<file path="config.mk">
export PLATFORM = sky130hd
export DESIGN_NAME = o_serializer
export DESIGN_NICKNAME = d
export VERILOG_FILES = /design/src/rtl/o_serializer.sv
export SDC_FILE = /design/constraint.sdc
export NUM_CORES = 1
export LEC_CHECK = 0
export CAP_MARGIN = 0
export CORE_MARGIN = 3
export CORE_UTILIZATION = 40
export CTS_BUF_LIST = sky130_fd_sc_hd__clkbuf_4 sky130_fd_sc_hd__clkbuf_8
export CTS_CLUSTER_DIAMETER = 100
export CTS_CLUSTER_SIZE = 24
export DETAILED_ROUTE_END_ITERATION = 8
export GPL_TIMING_DRIVEN = 0
export PLACE_DENSITY = 0.69
export SLEW_MARGIN = 20
export SYNTH_ARGS = -nofsm -noshare
export SYNTH_HDL_FRONTEND = slang
export SYNTH_SLANG_ARGS = --single-unit
export TNS_END_PERCENT = 5
</file>
<file path="constraint.sdc">
create_clock -name CLK -period 2.7 [get_ports CLK]
set_clock_uncertainty 0.05 [all_clocks]
set_input_delay 0.27 -clock CLK [delete_from_list [all_inputs] [get_ports CLK]]
set_output_delay 0.27 -clock CLK [all_outputs]
set_load 0.05 [all_outputs]
</file>
<file path="src/rtl/o_serializer.sv">
// LSB-first parallel-to-serial transmitter with a one-word holding register and a zero-gap reload.
// Optional output-enable port OE is enabled by defining O_SERIALIZER_TRISTATE_EN.
module o_serializer #(
    parameter int DATA_WIDTH  = 4,
    parameter     WEAK_KEEPER = "NONE"
) (
    input  logic                  CLK,
    input  logic                  RST,
    input  logic [DATA_WIDTH-1:0] D,
    input  logic                  LOAD,
    output logic                  READY,
    input  logic                  EN,
    output logic                  O,
    output logic                  BUSY,
    output logic                  UNDERRUN
`ifdef O_SERIALIZER_TRISTATE_EN
    ,
    output logic                  OE
`endif
);

    localparam int   CW       = $clog2(DATA_WIDTH);
    localparam logic IDLE_LVL = (WEAK_KEEPER == "PULLUP");
    localparam logic [CW-1:0] LAST_BIT = CW'(DATA_WIDTH - 1);

    if (DATA_WIDTH < 3 || DATA_WIDTH > 10) begin : g_bad_width
        $error("o_serializer: DATA_WIDTH=%0d outside legal range 3..10", DATA_WIDTH);
    end
    if (WEAK_KEEPER != "NONE" && WEAK_KEEPER != "PULLUP" && WEAK_KEEPER != "PULLDOWN") begin : g_bad_keeper
        $error("o_serializer: WEAK_KEEPER must be NONE, PULLUP or PULLDOWN");
    end

    typedef enum logic {IDLE, SHIFT} state_t;

    state_t                state_q, state_d;
    logic [DATA_WIDTH-1:0] hold_q, hold_d;
    logic                  hold_valid_q, hold_valid_d;
    logic [DATA_WIDTH-1:0] shift_q, shift_d;
    logic [CW-1:0]         cnt_q, cnt_d;
    logic                  o_q, o_d;
    logic                  busy_q, busy_d;
    logic                  underrun_q, underrun_d;
    logic                  oe_q, oe_d;

    always_comb begin
        state_d      = state_q;
        hold_d       = hold_q;
        hold_valid_d = hold_valid_q;
        shift_d      = shift_q;
        cnt_d        = cnt_q;
        underrun_d   = 1'b0;

        // A full holding register blocks acceptance, so a load and a drain never collide.
        if (LOAD && !hold_valid_q) begin
            hold_d       = D;
            hold_valid_d = 1'b1;
        end

        case (state_q)
            IDLE: begin
                if (EN && hold_valid_q) begin
                    state_d      = SHIFT;
                    shift_d      = hold_q;
                    hold_valid_d = 1'b0;
                    cnt_d        = '0;
                end
            end
            SHIFT: begin
                if (EN) begin
                    if (cnt_q == LAST_BIT) begin
                        cnt_d = '0;
                        if (hold_valid_q) begin
                            shift_d      = hold_q;
                            hold_valid_d = 1'b0;
                        end else begin
                            state_d    = IDLE;
                            shift_d    = '0;
                            underrun_d = 1'b1;
                        end
                    end else begin
                        cnt_d   = cnt_q + 1'b1;
                        shift_d = shift_q >> 1;
                    end
                end
            end
            default: state_d = IDLE;
        endcase

        // Outputs are registered from next-state values so they line up with the shifter.
        o_d    = (state_d == SHIFT) ? shift_d[0] : IDLE_LVL;
        busy_d = (state_d == SHIFT);
        oe_d   = (state_d == SHIFT);
    end

    always_ff @(posedge CLK) begin
        if (RST) begin
            state_q      <= IDLE;
            hold_q       <= '0;
            hold_valid_q <= 1'b0;
            shift_q      <= '0;
            cnt_q        <= '0;
            o_q          <= IDLE_LVL;
            busy_q       <= 1'b0;
            underrun_q   <= 1'b0;
            oe_q         <= 1'b0;
        end else begin
            state_q      <= state_d;
            hold_q       <= hold_d;
            hold_valid_q <= hold_valid_d;
            shift_q      <= shift_d;
            cnt_q        <= cnt_d;
            o_q          <= o_d;
            busy_q       <= busy_d;
            underrun_q   <= underrun_d;
            oe_q         <= oe_d;
        end
    end

    assign READY    = !hold_valid_q;
    assign O        = o_q;
    assign BUSY     = busy_q;
    assign UNDERRUN = underrun_q;
`ifdef O_SERIALIZER_TRISTATE_EN
    assign OE       = oe_q;
`else
    logic unused_oe;
    assign unused_oe = oe_q;
`endif

endmodule

</file>
==> images/met1.png <==
The bar under the picture is 10 um long.
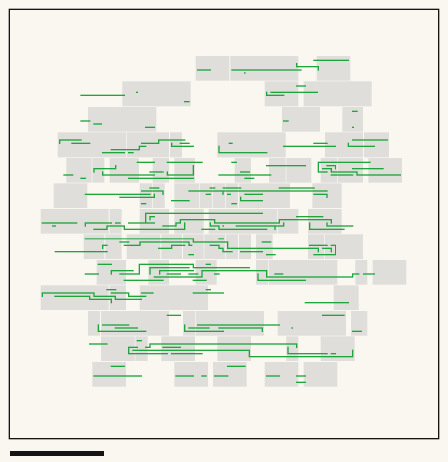
longest straight run: 15.6 um
nets with wire on the layer: 80
main direction: horizontal
share of all routed wire: 45%
wire length on this layer: 531 um
vias: 517
met1 usage: 0.1918

==> images/met2.png <==
The bar under the picture is 10 um long.
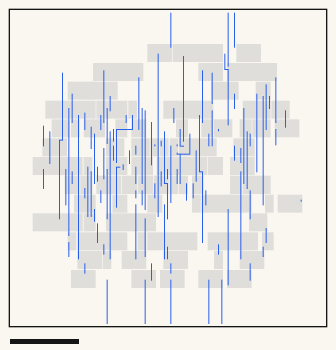
main direction: vertical
share of all routed wire: 47%
longest straight run: 23.5 um
met2 usage: 0.2033
WL final: 1.176 mm

==> Slide: Implementation Results <==
Flow Results at a Glance

Outcome
  • Status: finished, final reports clean

Logic synthesis
  • Synth area leader: dfxtp_1
  • Post-synth EDFFs: 0
  • Mapped Avg Cell Area: 9.393 um2
  • Syn. warnings: 0
  • XOR Share, Synth: 0
  • Yosys chip area: 629.4 um2
  • Yosys top cell by instances: dfxtp_1
  • Seq share, synth: 0.4453
  • Logic family by area: simple AND/OR/NAND/NOR gates
  • Synth flops: 14
  • Synth cell count leaders: 14 x dfxtp_1, 7 x nand2_1, 7 x nor2_1

Global route
  • Antenna violations before repair: 0
  • Top Usage Layer GRT: met2
  • First-pass GRT wire length: 2.063 mm
  • Vias in the first global route: 457
  • Largest net degree at the start of global routing: 11

Power and ir drop
  • Clock power share: 0.282
  • PD cells: 517.1 mW/mm2
  • Switching part of the total: 0.2569
  • Comb pwr share: 0.169
  • Total net switching power: 103.7 uW
  • Sequential power: 221 uW
  • Peak VDD IR: 0.3357 mV
  • Heaviest power group: sequential cells
  • P_clk: 114 uW

Min path
  • Hold_sp: shift_q[3]$_SDFFE_PP0P_
  • Hold depth: 2
  • Hold path endpoint: shift_q[3]$_SDFFE_PP0P_

Cells and area
  • Clkbuf count: 3
  • Area-dominant class: multi-input combinational cells
  • Clk cell area share: 0.02885
  • Final instance area: 780.7 um2
  • Largest regs: hold_q x4, shift_q x4, cnt_q x2
  • Multi-input gates: 47
  • Antenna Cells: 0
  • Nets@finish: 92
  • Commonest Layout Cell: dfxtp_1
  • Logic share of the area: 0.3926
  • Inverters: 1
  • Fill count: 129
  • Non-clk bufs: 16
  • Non-Filler Instances: 96
  • Sequential Area: 280.3 um2

STA
  • Fmax: 527.7 MHz
  • Setup WS post-layout: 0.8049 ns
  • Slew Limit Fails: 0
  • Final Cycle Share: 0.7019
  • Slew margin rel.: 0.6702

Floorplanning
  • Die x size: 45.67 um
  • Core area: 0.001383 mm2

CTS
  • CTS tree: built
  • TritonCTS Buffers: 3
  • Post-cts hold-fix buffer tally: 0
  • Sink Count: 14
  • Post-cts sizing count: 0
  • Worst-path clk slew: 0.08 ns

Drt
  • 1st-iter DRT viols: 14
  • ANT nets after route: 0
  • Met2 wire len: 558 um
  • Drt first pass iters: 4
  • Met3 Wirelength: 71 um
  • Highest Signal Layer: met4

Critical path
  • Critical R2R Capture: O$_SDFF_PP0_
  • Worst path cell trace: buf_6 > inv_1 > clkdlybuf4s50_1
  • Crit-path leading delay family: buffers and inverters
  • Worst path depth: 3
  • Crit path from: hold_valid_q$_SDFF_PP0_
  • Worst Path Class, Setup: reg -> out
  • Crit. End Element: output pin
  • Critical-path top delay cell: clkdlybuf4s50_1
  • Arrival time worst endpoint: 1.58 ns
  • Crit start category: flip-flop
  • Reg2Reg Depth: 4

Place
  • RD Place Congestion: 0.7116
  • Placed Instances: 93
  • DP Area: 758.2 um2
  • Post-DP HPWL: 900 um
Power figures rest on the tool's default switching activity, not on a simulated workload.
